==> src/rtl/dm_pkg.sv <==
// Shared constants and helpers for the pipelined data memory.
// Holds the maximum read latency, the byte-lane count and the per-lane parity function.
// The parity helper is only referenced when DM_PARITY_EN is defined.
package dm_pkg;

  localparam int LAT_MAX = 4;

  // Number of byte lanes in a data word.
  function automatic int lanes(input int w);
    return w / 8;
  endfunction

  // Even parity bit for one byte: makes the total count of ones even.
  function automatic logic par8(input logic [7:0] b);
    return ^b;
  endfunction

endpackage

==> src/rtl/dm_delay_line.sv <==
// Valid+payload shift register for the load return path.
// Latency: DEPTH cycles from i_vld to o_vld.
// Backpressure: none; the line advances every cycle.
// Ports: clk, rst (async active-high), i_vld/i_dat in, o_vld/o_dat out.
// The payload only advances behind a valid bit, so o_dat holds the last delivered value.
module dm_delay_line #(
  parameter int DEPTH = 1,
  parameter int PW    = 32
) (
  input  logic          clk,
  input  logic          rst,
  input  logic          i_vld,
  input  logic [PW-1:0] i_dat,
  output logic          o_vld,
  output logic [PW-1:0] o_dat
);

  logic [DEPTH-1:0] r_vld;
  logic [PW-1:0]    r_dat [DEPTH];

  always_ff @(posedge clk or posedge rst) begin
    if (rst) begin
      r_vld <= '0;
      for (int i = 0; i < DEPTH; i++) begin
        r_dat[i] <= '0;
      end
    end else begin
      r_vld[0] <= i_vld;
      if (i_vld) begin
        r_dat[0] <= i_dat;
      end
      for (int i = 1; i < DEPTH; i++) begin
        r_vld[i] <= r_vld[i-1];
        // Gate the payload on valid so idle cycles never disturb the held output.
        if (r_vld[i-1]) begin
          r_dat[i] <= r_dat[i-1];
        end
      end
    end
  end

  assign o_vld = r_vld[DEPTH-1];
  assign o_dat = r_dat[DEPTH-1];

endmodule

==> src/rtl/dm_pipelined.sv <==
// Single-port data memory for the MEM stage, byte-enable stores, pipelined loads.
// Latency: load data and done appear LAT cycles after the issue cycle; stores are silent.
// Backpressure: none; one access accepted every cycle, no busy output.
// Ports: clka, rst (async active-high), ena, wea[B], addra[N], dina[W] in;
//        douta[W], done, and perr (only when DM_PARITY_EN is defined) out.
// Optional feature macro: DM_PARITY_EN adds per-lane even parity storage and the perr output.
module dm_pipelined
  import dm_pkg::*;
#(
  parameter int N   = 7,
  parameter int W   = 32,
  parameter int LAT = 1
) (
  input  logic               clka,
  input  logic               rst,
  input  logic               ena,
  input  logic [lanes(W)-1:0] wea,
  input  logic [N-1:0]       addra,
  input  logic [W-1:0]       dina,
  output logic [W-1:0]       douta,
`ifdef DM_PARITY_EN
  output logic               done,
  output logic               perr
`else
  output logic               done
`endif
);

  localparam int B     = lanes(W);
  localparam int DEPTH = 2 ** N;
`ifdef DM_PARITY_EN
  localparam int PW = W + 1;
`else
  localparam int PW = W;
`endif

  if (LAT < 1 || LAT > LAT_MAX) begin : g_bad_lat
    $error("dm_pipelined: LAT must be in 1..4");
  end
  if (W % 8 != 0 || W < 8) begin : g_bad_w
    $error("dm_pipelined: W must be a positive multiple of 8");
  end

  // Array is zero at time 0 and deliberately never reset.
  logic [W-1:0] r_mem [DEPTH] = '{default: '0};

  logic          w_ld;
  logic [W-1:0]  w_rd_dat;
  logic [PW-1:0] w_ld_pay;
  logic          w_out_vld;
  logic [PW-1:0] w_out_pay;

  assign w_ld     = ena & ~(|wea);
  assign w_rd_dat = r_mem[addra];

  // A store edge that coincides with reset is dropped.
  always_ff @(posedge clka) begin
    if (!rst && ena) begin
      for (int i = 0; i < B; i++) begin
        if (wea[i]) begin
          r_mem[addra][8*i +: 8] <= dina[8*i +: 8];
        end
      end
    end
  end

`ifdef DM_PARITY_EN
  logic [B-1:0] r_par [DEPTH] = '{default: '0};
  logic         w_rd_err;

  always_ff @(posedge clka) begin
    if (!rst && ena) begin
      for (int i = 0; i < B; i++) begin
        if (wea[i]) begin
          r_par[addra][i] <= par8(dina[8*i +: 8]);
        end
      end
    end
  end

  // Recompute parity on the word being read and flag any lane that disagrees.
  always_comb begin
    w_rd_err = 1'b0;
    for (int i = 0; i < B; i++) begin
      w_rd_err = w_rd_err | (par8(w_rd_dat[8*i +: 8]) != r_par[addra][i]);
    end
  end

  assign w_ld_pay = {w_rd_err, w_rd_dat};
  // Error bit is held with the data, so qualify it with done.
  assign perr     = w_out_vld & w_out_pay[W];
`else
  assign w_ld_pay = w_rd_dat;
`endif

  // Array is sampled at the issue edge into the first stage of the line.
  dm_delay_line #(
    .DEPTH (LAT),
    .PW    (PW)
  ) u_ret (
    .clk   (clka),
    .rst   (rst),
    .i_vld (w_ld),
    .i_dat (w_ld_pay),
    .o_vld (w_out_vld),
    .o_dat (w_out_pay)
  );

  assign done  = w_out_vld;
  assign douta = w_out_pay[W-1:0];

endmodule

==> config.mk <==
export PLATFORM = sky130hd
export DESIGN_NAME = dm_pipelined
export DESIGN_NICKNAME = d
export VERILOG_FILES = /design/src/rtl/dm_pkg.sv /design/src/rtl/dm_delay_line.sv /design/src/rtl/dm_pipelined.sv
export SDC_FILE = /design/constraint.sdc
export NUM_CORES = 2
export LEC_CHECK = 0
export CORE_MARGIN = 5
export CORE_UTILIZATION = 55
export DETAILED_ROUTE_END_ITERATION = 6
export PLACE_DENSITY_LB_ADDON = 0.2
export SYNTH_ARGS = -nofsm -noshare
export SYNTH_HDL_FRONTEND = slang
export SYNTH_HIERARCHICAL = 1
export SYNTH_SLANG_ARGS = --single-unit
==> constraint.sdc <==
create_clock -name clka -period 2.1 [get_ports clka]
set_input_delay 0.42 -clock clka [delete_from_list [all_inputs] [get_ports clka]]
set_output_delay 0.42 -clock clka [all_outputs]
set_load 0.05 [all_outputs]
**Placed standard cells**

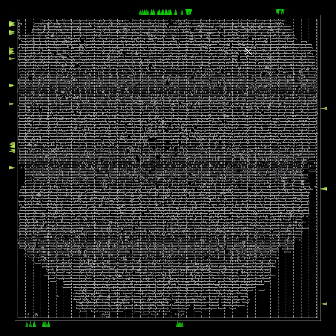
Seq area share: 0.6154
core area: 0.2911 mm2

**Routed clock nets over the placement**

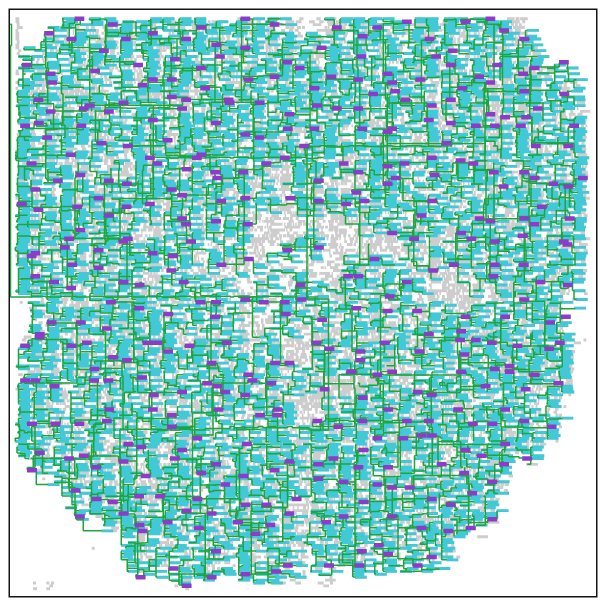
[purple] clock-net drivers | count: 413
[cyan] flip-flops | count: 4129
[green] clock wires | length: 44.2 mm
flops lie	spread over the die

**Signal wires by layer**

Scale bar: 200 um.
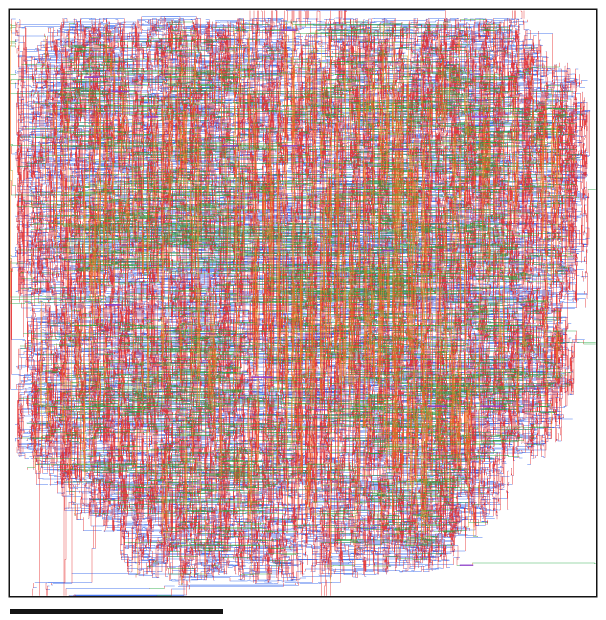
colour	layer	wire length
red	M2	254 mm
orange	M4	41.5 mm
green	M3	76.4 mm
purple	M5	200 um
blue	M1	200 mm

**I/O pins on the die edge**

Pins as bars across the die edge, other pins in grey.
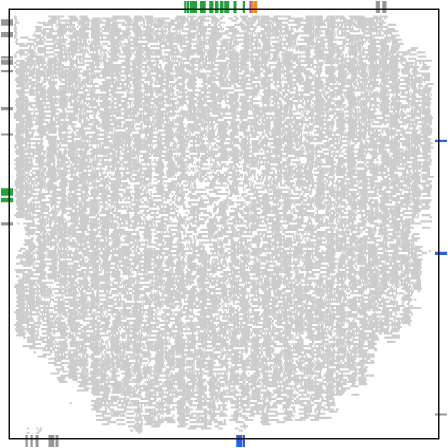
colour	port	pins	direction	edge
green	`douta`	32	output	26 north, 6 west
orange	`wea`	4	input	north
blue	`addra`	7	input	4 south, 3 east
purple	`ena`	1	input	north
all pins by edge	38 north, 24 west, 13 south, 4 east

==> flow_summary.json <==
{
  "outcome": "finished, violations left",
  "failed_checks": "DRC, setup timing",
  "drcViolationCount": 13,
  "critPathMaxFanout": 1,
  "synth.cell_area_mm2": 0.1609,
  "die_x_um": 550.9,
  "ys_cells": 9886,
  "top_logic_kind": "AND-OR/OR-AND gates",
  "synthMuxAreaShare": 0.04257,
  "hold_violations": 0,
  "post-route-period-util": 1.308,
  "clockNetworkAreaShare": 0.06741,
  "period_minus_slack_ps": 2746,
  "dp_hpwl_um": 387000,
  "tightest_slew_ps": 1175,
  "ys_sh_aoi": 0.1287,
  "setup_slack_ps": -646.0,
  "rows": 198,
  "wl_met2_um": 254300,
  "async_reset_ff_frac": 0.007992,
  "finalSetupViolCount": 131,
  "power_top_consumer": "registers",
  "p_switching_uw": 41820,
  "rsz0062_at_grt": "true",
  "met1_length_um": 200100,
  "hold_ws_ps": 163.1,
  "most_common_cell": "edfxtp_1",
  "top_layer": "met5",
  "drive_above_1_share": 0.2979,
  "fp_nets": 9932,
  "synth.top_cells.by_count": "edfxtp_1, nor2_1, a22oi_1, a21oi_1, a221oi_1",
  "slew_headroom": 0.2136,
  "nFlopsAndLatches": 4129,
  "grtUsageMet3": 0.1055,
  "comb_area_frac": 0.1786,
  "via_count": 108300,
  "hold_path_class": "in2reg",
  "insertedDiodeCount": 20,
  "fillers": 18570,
  "top_usage_layer": "met2",
  "taps": 3900,
  "area_dominant_class": "registers",
  "crit_type": "reg2reg",
  "yosysWarnings": 6,
  "wire_per_inst_um": 36.20
}
## registers in the layout, summed over array words and instances (netlist names)
name,flops
r_mem,4096
u_ret/o_dat,32
u_ret/o_vld,1
## path summary, 6_finish.rpt
| kind | slack [ps] | end | start |
|---|---|---|---|
| max reg2reg | -650 | u_ret/o_dat[3] | r_mem[101][3] |
| max in group asynchronous | 1160 | u_ret/o_dat[12] | rst |
| max | -650 | u_ret/o_dat[3] | r_mem[101][3] |
| min in group asynchronous | 550 | u_ret/o_vld | rst |
| min | 160 | u_ret/o_dat[24] | addra[5] |
| min reg2reg | 610 | u_ret/o_dat[7] | u_ret/o_dat[7] |
## kinds of logic after synthesis
logic type | Yosys count
AND-OR/OR-AND | 2909
flip-flops | 4129
buffers and inverters | 819
AND/OR/NAND/NOR | 1420
multiplexers | 609
